$ cat src/rtl/mem_sram_responder.sv
// mem_sram_responder: memory-bus responder driving a single-port byte-maskable SRAM with programmable wait states
module mem_sram_responder #(
  parameter int          MEM_WORDS   = 512,
  parameter logic [31:0] BASE_ADDR   = 32'h0000_0000,
  parameter int          WAIT_STATES = 0,
  localparam int         AW          = $clog2(MEM_WORDS)
) (
  input  logic          clk,
  input  logic          reset,
  input  logic [31:0]   mem_addr,
  input  logic [31:0]   mem_wdata,
  input  logic [3:0]    mem_wmask,
  input  logic          mem_wstrb,
  input  logic          mem_rstrb,
  output logic [31:0]   mem_rdata,
  output logic          mem_done,
  output logic          mem_err,
  output logic          sram_cs,
  output logic          sram_we,
  output logic [3:0]    sram_wmask,
  output logic [AW-1:0] sram_addr,
  output logic [31:0]   sram_wdata,
  input  logic [31:0]   sram_rdata
);
  typedef enum logic [2:0] {IDLE, WAIT, ACCESS, CAPTURE, DONE} state_t;
  state_t state_q, state_d;
  logic [3:0] cnt_q, cnt_d;
  logic [AW-1:0] idx_q, idx_d;
  logic hit_q, hit_d, wr_q, wr_d;
  logic [31:0] wdata_q, wdata_d, rdata_q, rdata_d;
  logic [3:0] wmask_q, wmask_d;
  logic [32:0] lo_x, hi_x, a_x;
  logic [31:0] off;
  logic hit;
  logic unused_off;
  assign a_x = {1'b0, mem_addr};
  assign lo_x = {1'b0, BASE_ADDR};
  assign hi_x = lo_x + 33'(4 * MEM_WORDS);
  assign hit = (a_x >= lo_x) && (a_x < hi_x);
  assign off = mem_addr - BASE_ADDR;
  assign unused_off = ^{off[31:AW+2], off[1:0]};
  always_comb begin
    state_d = state_q;
    cnt_d = cnt_q;
    idx_d = idx_q;
    hit_d = hit_q;
    wr_d = wr_q;
    wdata_d = wdata_q;
    wmask_d = wmask_q;
    rdata_d = rdata_q;
    case (state_q)
      IDLE: if (mem_wstrb || mem_rstrb) begin
        idx_d = off[AW+1:2];
        hit_d = hit;
        wr_d = mem_wstrb;
        wdata_d = mem_wdata;
        wmask_d = mem_wmask;
        cnt_d = 4'(WAIT_STATES);
        state_d = (WAIT_STATES > 0) ? WAIT : ACCESS;
      end
      WAIT: begin
        cnt_d = cnt_q - 4'd1;
        state_d = (cnt_q == 4'd1) ? ACCESS : WAIT;
      end
      ACCESS: state_d = wr_q ? DONE : CAPTURE;
      CAPTURE: begin
        rdata_d = hit_q ? sram_rdata : 32'h0;
        state_d = DONE;
      end
      default: state_d = IDLE;
    endcase
  end
  always_ff @(posedge clk) begin
    if (reset) begin
      state_q <= IDLE;
      cnt_q <= '0;
      idx_q <= '0;
      hit_q <= 1'b0;
      wr_q <= 1'b0;
      wdata_q <= '0;
      wmask_q <= '0;
      rdata_q <= '0;
    end else begin
      state_q <= state_d;
      cnt_q <= cnt_d;
      idx_q <= idx_d;
      hit_q <= hit_d;
      wr_q <= wr_d;
      wdata_q <= wdata_d;
      wmask_q <= wmask_d;
      rdata_q <= rdata_d;
    end
  end
  assign mem_rdata = rdata_q;
  assign mem_done = state_q == DONE;
  assign mem_err = (state_q == DONE) && !hit_q;
  assign sram_cs = (state_q == ACCESS) && hit_q;
  assign sram_we = (state_q == ACCESS) && hit_q && wr_q;
  assign sram_wmask = ((state_q == ACCESS) && wr_q) ? wmask_q : 4'h0;
  assign sram_addr = idx_q;
  assign sram_wdata = wdata_q;
endmodule

$ cat config.mk
export PLATFORM = sky130hd
export DESIGN_NAME = mem_sram_responder
export DESIGN_NICKNAME = d
export VERILOG_FILES = /design/src/rtl/mem_sram_responder.sv
export SDC_FILE = /design/constraint.sdc
export NUM_CORES = 1
export LEC_CHECK = 0
export ABC_AREA = 1
export CAP_MARGIN = 20
export CORE_MARGIN = 4
export CORE_UTILIZATION = 41
export DETAILED_ROUTE_END_ITERATION = 8
export GPL_ROUTABILITY_DRIVEN = 0
export PLACE_DENSITY = 0.85
export SKIP_CTS_REPAIR_TIMING = 1
export SLEW_MARGIN = 25
export SYNTH_ARGS = -nofsm -noshare
export SYNTH_HDL_FRONTEND = slang
export SYNTH_SLANG_ARGS = --single-unit
$ cat constraint.sdc
create_clock -name clk -period 2 [get_ports clk]
set_input_delay 0.6 -clock clk [delete_from_list [all_inputs] [get_ports clk]]
set_output_delay 0.6 -clock clk [all_outputs]
set_load 0.02 [all_outputs]
==> CHANGELOG.md <==
## Flow update

- Synthesized instance count: 432
- Internal Dissipation: 0.00387 W
- Max-slew violation count: 0
- Drc violations: 0
- CP Launch Type: flip-flop
- Post-synth top area share: 0.524
- Core ar.: 7770 sq um
- Initial antenna violation count: 0
- Post-layout period usage: 0.960
- H-tree Lvls: 3
- # IOs: about 190
- Power Dens Cells: 1140 nW/um^2
- Non-filler cells in the finished layout: 722
- Post-DR vias/cell: 4.85
- Flops after synth: between 80 and 90
- Avg WL per Cell: around 14 um
- Worst VDD drop: roughly 0.00072 V
- Clk slew on worst S/H paths: 80 ps
- Worst path arrival time: approximately 1300 ps
- Area grow syn2layout: 65.4%
- First-pass GRT wire length: approximately 16000 um
- Floorplan Nets: approximately 540
- Combinational share of power: 0.454
- Top Layer Used: met4
- Layout Skew: approximately 15 ps
- P_leak: roughly 2.1 nW
- Largest net degree at the start of global routing: roughly 40
- DP Area: between 5000 and 6000 sq um
- Fin. Hold Viols: 0
- Share of layout cells above drive strength 1: 0.0742
- Initial DRC count: ~180
- Mapped Area: approximately 3300 sq um
- Netlist cell types: 26
- Tool warning count: 29
- Min Tclk post-route: roughly 1900 ps
- Pre-antenna DRT Iters: 4
- Slew @ Worst Pin: 508 ps
- Fin util: 0.699
- Die area: between 9000 and 10000 sq um
- Switching power: roughly 0.0023 W
- Power Total: around 0.0062 W
- Max_cap viols: 0
- Fp util: 0.423
- Setup_tns: 0 ps
- Register area share after synthesis: 0.524
- Setup violators final: 0
- CP required: between 1000 and 1500 ps
- Inserted Clock Buffers: 9
- Max Buffers Root-to-Sink: 2
- CP Capture Type: output pin
- Status: complete, no violations
- Antenna cells: 0
- Syn Area/Cell: between 7 and 8 sq um
- Worst hold path class: reg2reg
- Detailed-routed wire length on met3: approximately 560 um
- Worst setup path class: reg2out
- DPL Wire Length: around 7600 um
- Area contributors post-synth: dfxtp_1 (52%), nor2_1 (13%), a21oi_1 (6.4%)
- M1 WL: roughly 4000 um
- Clock root buffer: clkbuf_8
- YS chip area: 3280 sq um
- GR Overflow Total: 0
- I/O Buffers: about 180
- Clock power share: 0.170
- Max_slew headroom: 0.661
- Post-Route WL: about 10000 um
- Met2 wire length: about 5400 um
- Global Route Usage Sum: 0.208
- Yosys warnings: 0
- Top cells excl fill/tap: clkdlybuf4s50_1 (174), nor2_1 (110), dfxtp_1 (86)
- Chip Width: approximately 97 um
- Final #Nets: approximately 720
- Row count: 32
- Worst-path fanout max: 6
- TritonCTS clock tree: built
- Die Span Y: between 90 and 100 um
- Sw Share: 0.376
- Synth area leader: dfxtp_1
- Reg power frac: 0.376
- R2R Setup Slk: approximately 550 ps
- Post-route ant nets: 0
- Number of cells in Yosys stat: between 400 and 500
- Vias: approximately 3500
- FMAX: between 500 and 600 MHz
- Vias in the first global route: approximately 3500
- Design area: 5430 sq um
- Num Clock Sinks: 86
- Placed insts: 704
- Most frequent logic cell in the layout: clkdlybuf4s50_1
==> sequential cells by signal, indices dropped and copies added (netlist names) <==
signal      flops
sram_wdata     32
hit_q           1
sram_addr       9
state_q         3
wmask_q         4
cnt_q           4
mem_rdata      32
wr_q            1
==> per-stage QoR <==
| step | hold slack (ps) | worst slack [ps] |
|---|---|---|
| 4_1_cts | 466 | -466 |
| 6_report | 465 | 80.8 |
| 2_1_floorplan | 430 | 218 |
| 5_1_grt | 488 | -15.6 |
| 3_3_place_gp | 438 | -6.31 |
| 3_5_place_dp | 454 | -101 |
==> power by group through the flow <==
stage	Clock, W	Combinational (W)	Sequential (W)
final	0.00106	0.00282	0.00233
after detailed placement	0	0.00282	0.00236
after global routing	0.00116	0.00304	0.00237
after CTS	0.00109	0.00284	0.00233
after global placement	0	0.00272	0.00234
after floorplan	0	0.00112	0.00275
==> cell families after synthesis <==
group	synth area share
and+or+nand+nor	0.261
AOI/OAI and AO/OA	0.136
DFF	0.524
buffers and inverters	0.0682
adders and majority gates	0.00762
xor gates and xnor gates	0.00267
==> cells in the mapped netlist, drive strengths merged <==
cell,n
nor2,112
dfxtp,86
nand2,49
o21ai,47
a21oi,42
nand3,40
inv,18
clkbuf,15
buf,14
ha,2
nand4,2
or2,2
nor3,1
nor4,1
xor2,1
==> area by class of cell <==
class	count	area, sq um
Timing Repair Buffer	201	2000
Inverter	18	70.1
Fill cell	635	2340
Sequential cell	86	1720
Multi-Input combinational cell	299	1340
Tap cell	102	128
Clock inverter	3	20.0
Clock buffer	13	149
==> worst paths after layout <==
kind	start	endpoint	cells after the start
setup / recovery	state_q[0]	sram_wmask[1]	5
hold / removal	mem_rdata[17]	mem_rdata[17]	2
setup reg to reg	state_q[0]	wmask_q[0]	8
hold reg to reg	mem_rdata[17]	mem_rdata[17]	2
==> worst max-delay path, stage by stage (launching register included) <==
cell            delay [ps]
dfxtp_1                340
inv_2                   60
nand4_1                 90
buf_4                  170
nor2_1                 100
dlymetal6s2s_1         230
==> layer usage <==
layer / global-route usage / vias up
met5: 0 / -
met4: 0.0788 / 0
met3: 0.0431 / 14
met2: 0.392 / 120
met1: 0.225 / 1612
li1: - / 1757
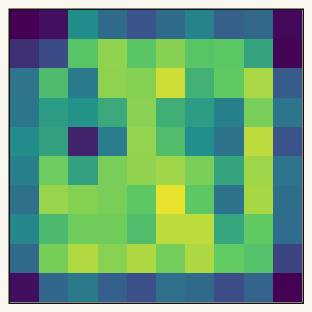
cell_density.png
(3 px per um) The die is cut into 10 by 10 equal tiles; dark purple is low, yellow is high, 0 to 100% covered.
- nearly empty tiles: 3.0%
- fullest tile: 97%
- densest ninth of the die: middle
- tiles over 75% full: 34%

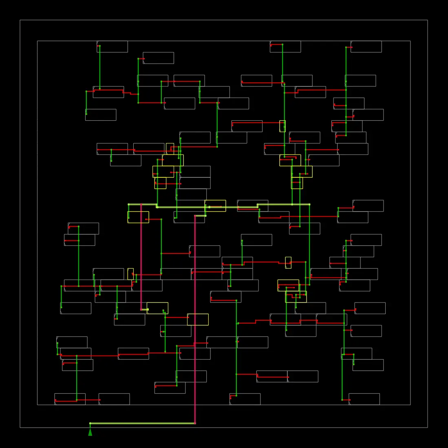
clocks.png
flop count: 86
clock buffers: 13
Late-Pin Clk Latency: 340 ps

Power figures rest on the tool's default switching activity, not on a simulated workload.
